`config.mk`:
```
export PLATFORM = sky130hd
export DESIGN_NAME = control_fsm_flat
export DESIGN_NICKNAME = d
export VERILOG_FILES = /design/src/rtl/control_fsm_pkg.sv /design/src/rtl/control_fsm_if.sv /design/src/rtl/control_fsm_decode.sv /design/src/rtl/control_fsm.sv /design/src/flat_wrapper.sv
export SDC_FILE = /design/constraint.sdc
export NUM_CORES = 1
export LEC_CHECK = 0
export CORE_MARGIN = 3
export CORE_UTILIZATION = 38
export DETAILED_ROUTE_END_ITERATION = 8
export GPL_TIMING_DRIVEN = 0
export PLACE_DENSITY_LB_ADDON = 0.3
export SETUP_SLACK_MARGIN = 0.02
export SYNTH_ARGS = -nofsm -noshare
export SYNTH_HDL_FRONTEND = slang
export SYNTH_SLANG_ARGS = --single-unit
export TNS_END_PERCENT = 50
```
`constraint.sdc`:
```
create_clock -name clk -period 2.1 [get_ports clk]
set_input_delay 0.42 -clock clk [delete_from_list [all_inputs] [get_ports clk]]
set_output_delay 0.42 -clock clk [all_outputs]
set_load 0.005 [all_outputs]
```
`src/rtl/control_fsm_pkg.sv`:
```
// Shared definitions for the multi-cycle RV32I control unit: opcodes, FSM states,
// trap causes and datapath mux encodings.
package control_fsm_pkg;

   localparam logic [6:0] OP_LUI    = 7'b0110111;
   localparam logic [6:0] OP_AUIPC  = 7'b0010111;
   localparam logic [6:0] OP_JAL    = 7'b1101111;
   localparam logic [6:0] OP_JALR   = 7'b1100111;
   localparam logic [6:0] OP_BRANCH = 7'b1100011;
   localparam logic [6:0] OP_LOAD   = 7'b0000011;
   localparam logic [6:0] OP_STORE  = 7'b0100011;
   localparam logic [6:0] OP_IMM    = 7'b0010011;
   localparam logic [6:0] OP_OP     = 7'b0110011;
   localparam logic [6:0] OP_FENCE  = 7'b0001111;
   localparam logic [6:0] OP_SYSTEM = 7'b1110011;

   typedef enum logic [2:0] {
      ST_RESET,
      ST_FETCH,
      ST_DECODE,
      ST_EXEC,
      ST_MEM,
      ST_TRAP,
      ST_HALTED
   } state_t;

   localparam logic [1:0] CAUSE_NONE    = 2'd0;
   localparam logic [1:0] CAUSE_ILLEGAL = 2'd1;
   localparam logic [1:0] CAUSE_TIMEOUT = 2'd2;

   localparam logic       ADDR_ALU  = 1'b0;
   localparam logic       ADDR_PC   = 1'b1;

   localparam logic [1:0] RD_ALU    = 2'd0;
   localparam logic [1:0] RD_MEM    = 2'd1;
   localparam logic [1:0] RD_CSR    = 2'd2;

   localparam logic [1:0] ALU1_RS1  = 2'd0;
   localparam logic [1:0] ALU1_PC   = 2'd1;
   localparam logic [1:0] ALU1_ZERO = 2'd2;

   localparam logic [1:0] ALU2_RS2  = 2'd0;
   localparam logic [1:0] ALU2_IMM  = 2'd1;
   localparam logic [1:0] ALU2_SIZE = 2'd2;

   typedef struct packed {
      logic       write_rd;
      logic       write_csr;
      logic [1:0] rd_sel;
      logic [1:0] alu1;
      logic [1:0] alu2;
   } exec_ctl_t;

endpackage

```
`src/rtl/control_fsm_if.sv`:
```
// Control bundle between the sequencer (master) and the datapath/memory/debug side (slave).
interface control_fsm_if;

   logic [6:0] opcode;
   logic [2:0] f3;
   logic       mem_complete;
   logic       halt_req;
   logic       resume_req;

   logic       load_op;
   logic       write_pc;
   logic       write_ir;
   logic       write_rd;
   logic       write_csr;
   logic       mem_read;
   logic       mem_write;
   logic       addr_sel;
   logic [1:0] rd_sel;
   logic [1:0] alu_insel1;
   logic [1:0] alu_insel2;
   logic       halted;
   logic       trap;
   logic [1:0] trap_cause;
   logic       retire;

   modport master (
      input  opcode, f3, mem_complete, halt_req, resume_req,
      output load_op, write_pc, write_ir, write_rd, write_csr, mem_read, mem_write,
             addr_sel, rd_sel, alu_insel1, alu_insel2, halted, trap, trap_cause, retire
   );

   modport slave (
      output opcode, f3, mem_complete, halt_req, resume_req,
      input  load_op, write_pc, write_ir, write_rd, write_csr, mem_read, mem_write,
             addr_sel, rd_sel, alu_insel1, alu_insel2, halted, trap, trap_cause, retire
   );

endinterface

```
`src/rtl/control_fsm_decode.sv`:
```
// Combinational opcode decode: legality, memory-class flags and the EXEC-cycle select set.
module control_fsm_decode
   import control_fsm_pkg::*;
(
   input  logic [6:0] opcode,
   input  logic [2:0] f3,
   output logic       legal,
   output logic       is_mem,
   output logic       is_load,
   output exec_ctl_t  ctl
);

   always_comb begin
      legal   = 1'b1;
      is_mem  = 1'b0;
      is_load = 1'b0;
      ctl     = '0;
      case (opcode)
         OP_LUI: begin
            ctl.write_rd = 1'b1;
            ctl.alu1     = ALU1_ZERO;
            ctl.alu2     = ALU2_IMM;
         end
         OP_AUIPC: begin
            ctl.write_rd = 1'b1;
            ctl.alu1     = ALU1_PC;
            ctl.alu2     = ALU2_IMM;
         end
         OP_JAL, OP_JALR: begin
            ctl.write_rd = 1'b1;
            ctl.alu1     = ALU1_PC;
            ctl.alu2     = ALU2_SIZE;
         end
         OP_BRANCH: begin
            ctl.alu1 = ALU1_RS1;
            ctl.alu2 = ALU2_RS2;
         end
         OP_LOAD: begin
            is_mem  = 1'b1;
            is_load = 1'b1;
         end
         OP_STORE: begin
            is_mem = 1'b1;
         end
         OP_IMM: begin
            ctl.write_rd = 1'b1;
            ctl.alu1     = ALU1_RS1;
            ctl.alu2     = ALU2_IMM;
         end
         OP_OP: begin
            ctl.write_rd = 1'b1;
            ctl.alu1     = ALU1_RS1;
            ctl.alu2     = ALU2_RS2;
         end
         OP_FENCE: begin
            legal = 1'b1;
         end
         OP_SYSTEM: begin
            // f3 == 0 is ECALL/EBREAK, which this core does not implement
            legal         = (f3 != 3'b000);
            ctl.write_rd  = 1'b1;
            ctl.write_csr = 1'b1;
            ctl.rd_sel    = RD_CSR;
         end
         default: begin
            legal = 1'b0;
         end
      endcase
   end

endmodule

```
`src/rtl/control_fsm.sv`:
```
// Multi-cycle RV32I sequencer: drives datapath strobes/selects, debug halt/resume,
// illegal-instruction and memory-timeout traps.
//
// state   | meaning
// RESET   | leaving reset, all outputs idle
// FETCH   | instruction read at PC, IR written on mem_complete
// DECODE  | idle cycle while the IR settles into the decoder
// EXEC    | single-cycle ALU/branch/jump/CSR instruction, retires
// MEM     | load/store access at ALU address, retires on mem_complete
// TRAP    | sticky trap, only debug halt leaves it
// HALTED  | debug halt, resume goes to FETCH (or back to TRAP)
module control_fsm
   import control_fsm_pkg::*;
#(
   parameter int MEM_TIMEOUT = 0,
   parameter int TIMEOUT_W   = 8
) (
   input  logic             clk,
   input  logic             rst_n,
   control_fsm_if.master    bus
);

   localparam bit                   TO_EN   = (MEM_TIMEOUT != 0);
   localparam logic [TIMEOUT_W-1:0] TO_LAST = TIMEOUT_W'(MEM_TIMEOUT - 1);

   state_t                state_q, state_d;
   logic [TIMEOUT_W-1:0]  cnt_q, cnt_d;
   logic                  trap_q, trap_d;
   logic [1:0]            cause_q, cause_d;

   logic       legal, is_mem, is_load;
   exec_ctl_t  ctl;
   logic       req_wait, timeout_hit;

   logic       load_op, write_pc, write_ir, write_rd, write_csr;
   logic       mem_read, mem_write, addr_sel, retire;
   logic [1:0] rd_sel, alu1, alu2;

   control_fsm_decode u_decode (
      .opcode  (bus.opcode),
      .f3      (bus.f3),
      .legal   (legal),
      .is_mem  (is_mem),
      .is_load (is_load),
      .ctl     (ctl)
   );

   assign req_wait    = ((state_q == ST_FETCH) || (state_q == ST_MEM)) && !bus.mem_complete;
   assign timeout_hit = TO_EN && req_wait && (cnt_q == TO_LAST);

   // Counter is zero whenever no access is waiting, so entry to FETCH/MEM always starts from 0
   assign cnt_d = (TO_EN && req_wait && !timeout_hit) ? cnt_q + 1'b1 : '0;

   always_comb begin
      state_d   = state_q;
      trap_d    = trap_q;
      cause_d   = cause_q;
      load_op   = 1'b0;
      write_pc  = 1'b0;
      write_ir  = 1'b0;
      write_rd  = 1'b0;
      write_csr = 1'b0;
      mem_read  = 1'b0;
      mem_write = 1'b0;
      addr_sel  = ADDR_ALU;
      rd_sel    = RD_ALU;
      alu1      = ALU1_RS1;
      alu2      = ALU2_RS2;
      retire    = 1'b0;
      case (state_q)
         ST_RESET: begin
            state_d = bus.halt_req ? ST_HALTED : ST_FETCH;
         end
         ST_FETCH: begin
            mem_read = 1'b1;
            addr_sel = ADDR_PC;
            if (bus.mem_complete) begin
               write_ir = 1'b1;
               state_d  = ST_DECODE;
            end else if (timeout_hit) begin
               state_d = ST_TRAP;
               trap_d  = 1'b1;
               cause_d = CAUSE_TIMEOUT;
            end
         end
         ST_DECODE: begin
            if (!legal) begin
               state_d = ST_TRAP;
               trap_d  = 1'b1;
               cause_d = CAUSE_ILLEGAL;
            end else begin
               state_d = is_mem ? ST_MEM : ST_EXEC;
            end
         end
         ST_EXEC: begin
            write_pc  = 1'b1;
            retire    = 1'b1;
            write_rd  = ctl.write_rd;
            write_csr = ctl.write_csr;
            rd_sel    = ctl.rd_sel;
            alu1      = ctl.alu1;
            alu2      = ctl.alu2;
            state_d   = bus.halt_req ? ST_HALTED : ST_FETCH;
         end
         ST_MEM: begin
            addr_sel  = ADDR_ALU;
            alu1      = ALU1_RS1;
            alu2      = ALU2_IMM;
            mem_read  = is_load;
            load_op   = is_load;
            mem_write = !is_load;
            if (bus.mem_complete) begin
               write_pc = 1'b1;
               retire   = 1'b1;
               write_rd = is_load;
               rd_sel   = is_load ? RD_MEM : RD_ALU;
               state_d  = bus.halt_req ? ST_HALTED : ST_FETCH;
            end else if (timeout_hit) begin
               state_d = ST_TRAP;
               trap_d  = 1'b1;
               cause_d = CAUSE_TIMEOUT;
            end
         end
         ST_TRAP: begin
            if (bus.halt_req) begin
               state_d = ST_HALTED;
            end
         end
         ST_HALTED: begin
            // trap_q is sticky, so it also records that HALTED was entered from TRAP
            if (bus.resume_req && !bus.halt_req) begin
               state_d = trap_q ? ST_TRAP : ST_FETCH;
            end
         end
         default: begin
            state_d = ST_RESET;
         end
      endcase
   end

   always_ff @(posedge clk or negedge rst_n) begin
      if (!rst_n) begin
         state_q <= ST_RESET;
         cnt_q   <= '0;
         trap_q  <= 1'b0;
         cause_q <= CAUSE_NONE;
      end else begin
         state_q <= state_d;
         cnt_q   <= cnt_d;
         trap_q  <= trap_d;
         cause_q <= cause_d;
      end
   end

   assign bus.load_op    = load_op;
   assign bus.write_pc   = write_pc;
   assign bus.write_ir   = write_ir;
   assign bus.write_rd   = write_rd;
   assign bus.write_csr  = write_csr;
   assign bus.mem_read   = mem_read;
   assign bus.mem_write  = mem_write;
   assign bus.addr_sel   = addr_sel;
   assign bus.rd_sel     = rd_sel;
   assign bus.alu_insel1 = alu1;
   assign bus.alu_insel2 = alu2;
   assign bus.retire     = retire;
   assign bus.halted     = (state_q == ST_HALTED);
   assign bus.trap       = trap_q;
   assign bus.trap_cause = cause_q;

endmodule

```
`src/flat_wrapper.sv`:
```
// flat-port wrapper written by rule: the top's interface ports become plain ports
module control_fsm_flat import control_fsm_pkg::*;
#(
   parameter int MEM_TIMEOUT = 0,
   parameter int TIMEOUT_W   = 8
)
  (clk, rst_n, bus_opcode, bus_f3, bus_mem_complete, bus_halt_req, bus_resume_req, bus_load_op, bus_write_pc, bus_write_ir, bus_write_rd, bus_write_csr, bus_mem_read, bus_mem_write, bus_addr_sel, bus_rd_sel, bus_alu_insel1, bus_alu_insel2, bus_halted, bus_trap, bus_trap_cause, bus_retire);
  control_fsm_if bus_i ();
  input  logic clk;
  input  logic rst_n;
  input wire logic [$bits(bus_i.opcode)-1:0] bus_opcode;
  input wire logic [$bits(bus_i.f3)-1:0] bus_f3;
  input wire logic [$bits(bus_i.mem_complete)-1:0] bus_mem_complete;
  input wire logic [$bits(bus_i.halt_req)-1:0] bus_halt_req;
  input wire logic [$bits(bus_i.resume_req)-1:0] bus_resume_req;
  output wire logic [$bits(bus_i.load_op)-1:0] bus_load_op;
  output wire logic [$bits(bus_i.write_pc)-1:0] bus_write_pc;
  output wire logic [$bits(bus_i.write_ir)-1:0] bus_write_ir;
  output wire logic [$bits(bus_i.write_rd)-1:0] bus_write_rd;
  output wire logic [$bits(bus_i.write_csr)-1:0] bus_write_csr;
  output wire logic [$bits(bus_i.mem_read)-1:0] bus_mem_read;
  output wire logic [$bits(bus_i.mem_write)-1:0] bus_mem_write;
  output wire logic [$bits(bus_i.addr_sel)-1:0] bus_addr_sel;
  output wire logic [$bits(bus_i.rd_sel)-1:0] bus_rd_sel;
  output wire logic [$bits(bus_i.alu_insel1)-1:0] bus_alu_insel1;
  output wire logic [$bits(bus_i.alu_insel2)-1:0] bus_alu_insel2;
  output wire logic [$bits(bus_i.halted)-1:0] bus_halted;
  output wire logic [$bits(bus_i.trap)-1:0] bus_trap;
  output wire logic [$bits(bus_i.trap_cause)-1:0] bus_trap_cause;
  output wire logic [$bits(bus_i.retire)-1:0] bus_retire;
  assign bus_i.opcode = bus_opcode;
  assign bus_i.f3 = bus_f3;
  assign bus_i.mem_complete = bus_mem_complete;
  assign bus_i.halt_req = bus_halt_req;
  assign bus_i.resume_req = bus_resume_req;
  assign bus_load_op = bus_i.load_op;
  assign bus_write_pc = bus_i.write_pc;
  assign bus_write_ir = bus_i.write_ir;
  assign bus_write_rd = bus_i.write_rd;
  assign bus_write_csr = bus_i.write_csr;
  assign bus_mem_read = bus_i.mem_read;
  assign bus_mem_write = bus_i.mem_write;
  assign bus_addr_sel = bus_i.addr_sel;
  assign bus_rd_sel = bus_i.rd_sel;
  assign bus_alu_insel1 = bus_i.alu_insel1;
  assign bus_alu_insel2 = bus_i.alu_insel2;
  assign bus_halted = bus_i.halted;
  assign bus_trap = bus_i.trap;
  assign bus_trap_cause = bus_i.trap_cause;
  assign bus_retire = bus_i.retire;
  control_fsm #(.MEM_TIMEOUT(MEM_TIMEOUT), .TIMEOUT_W(TIMEOUT_W)) u_core (.clk(clk), .rst_n(rst_n), .bus(bus_i));
endmodule
```
Figure 1. The metal 1 layer.
Scale bar: 10 µm. Supply wires on this layer in gray.
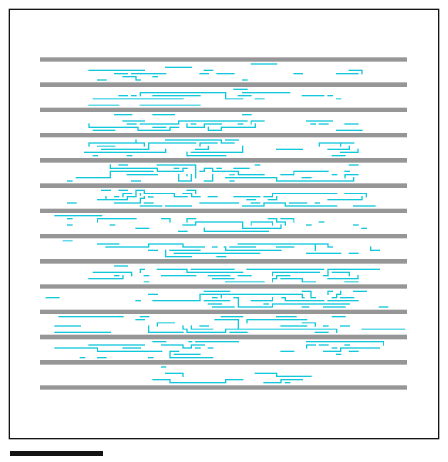
longest straight run: 12.0 µm
share of all routed wire: 35%
met1 Usage GRT: 23.6%
final wirelength: 2.15 mm

Figure 2. Signal wires on met2.
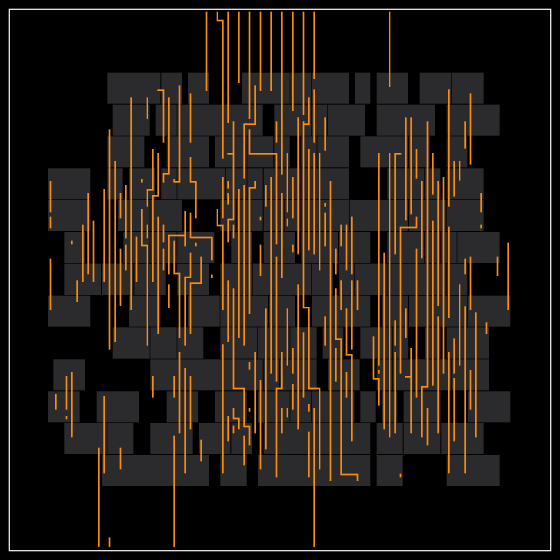
main direction: vertical
nets with wire on the layer: 128
share of all routed wire: 52%
longest straight run: 25.5 µm
met2 track demand over resource in global routing: 38.2%
total number of vias: 821

[what timing repair did]
action,in CTS,in global routing
endpoints found under the setup margin,16,11
gates cloned,0,0
pin swaps,2,3
gates resized,57,24
setup buffers,6,0
[sequential cells by signal, summed over array words and instances (netlist names)]
name / cells
u_core.bus.trap: 1
u_core.state_q: 3
[logic make-up after synthesis]
| logic type | Yosys count | share of synthesized area, % |
|---|---|---|
| xor gates and xnor gates | 2 | 2.86 |
| DFF | 4 | 16.4 |
| and+or+nand+nor | 49 | 44.2 |
| muxes | 2 | 3.27 |
| other | 1 | 0.613 |
| buffers and inverters | 11 | 8.59 |
| AOI/OAI and AO/OA | 21 | 24.1 |
[placed cells by master, fill, tap and decap left out, types with 3 or more instances in the layout]
master	count
nand2_1	4
o21ai_2	3
clkbuf_2	3
dlygate4sd2_1	9
nor2_1	12
nand2b_4	3
nand3_1	4
clkdlybuf4s50_1	10
buf_2	4
nor3_1	3
buf_4	10
clkbuf_4	4
nor3b_1	3
[worst paths after layout]
path                                               startpoint                       endpoint  slack [ps]  cells after the start
worst max-delay path                            bus_opcode[4]                   bus_write_rd         -80                      7
worst min-delay path                                    rst_n  u_core.state_q[0]$_DFFE_PN0P_         380                      1
worst max register to register  u_core.state_q[2]$_DFFE_PN0P_  u_core.state_q[2]$_DFFE_PN0P_         620                      6
worst min register to register    u_core.bus.trap$_DFFE_PN0P_    u_core.bus.trap$_DFFE_PN0P_         520                      1
max in group asynchronous                               rst_n  u_core.state_q[2]$_DFFE_PN0P_        1530                      1
min in group clk                  u_core.bus.trap$_DFFE_PN0P_    u_core.bus.trap$_DFFE_PN0P_         520                      1
[where the power goes]
group | switching, mW | internal [mW]
Sequential | 0.0285 | 0.114
Combinational | 0.351 | 0.388
Clock | 0.0354 | 0.0642
==> highlights.md <==
* outcome: finished, violations left
* violations in the final reports: setup timing
* antenna violations before repair: 0
* Worst Path Buf+Inv: 3
* area of the mapped netlist: 612 µm²
* CP Data Required Time: 1680 ps
* global routing's busiest layer: met2
* largest net degree at the start of global routing: 11
* post-layout worst setup margin: -78.5 ps
* WP data arrival: 1760 ps
* non-clock inverter total of the final layout: 3
* Synth area leader: dfrtp_1
* Layout Cell Area excl Fill: 1070 µm²
* proportion of cell area spent on the clock network: 2.11%
* async set-reset flop share out of synthesis: 100%
* clock-pin slew of the registers on the worst-case setup and hold paths: 40 ps
* classification of the worst-slack hold path: in -> async
* clock buffer count: 3
* TritonCTS clock tree: built
* final global-route overflow total: 0
* top cells by count: nor2_1, nand2_1, nand2b_1
* fraction of layout cells with a size suffix above 1: 34.4%
* Max stage delay cell, worst path: or4_4
* number of cells in Yosys stat: 90
* Post-route DRC: 0
* maximum root-to-sink buffer count: 2
* die area: 2130 µm²
* Finished Layout Cells: 143
* area post-placement: 941 µm²
* clock sink count: 4
* area overhead of the layout relative to synthesis: 74.8%
* insertion delay at the late pin of the worst-skew pair: 240 ps
* count of final setup violators: 2
* Top delay family on crit path: simple AND/OR/NAND/NOR gates
* critical path class: in -> out
* chip area estimate from yosys synthesis: 612 µm²
* maximum fanout along the worst path: 7
* crit path capture type: output port
* total global-route track usage: 22.3%
* average footprint of a synthesized cell: 6.80 µm²
* type of origin of the critical path: primary input
Power is estimated from default activity; no workload was simulated.
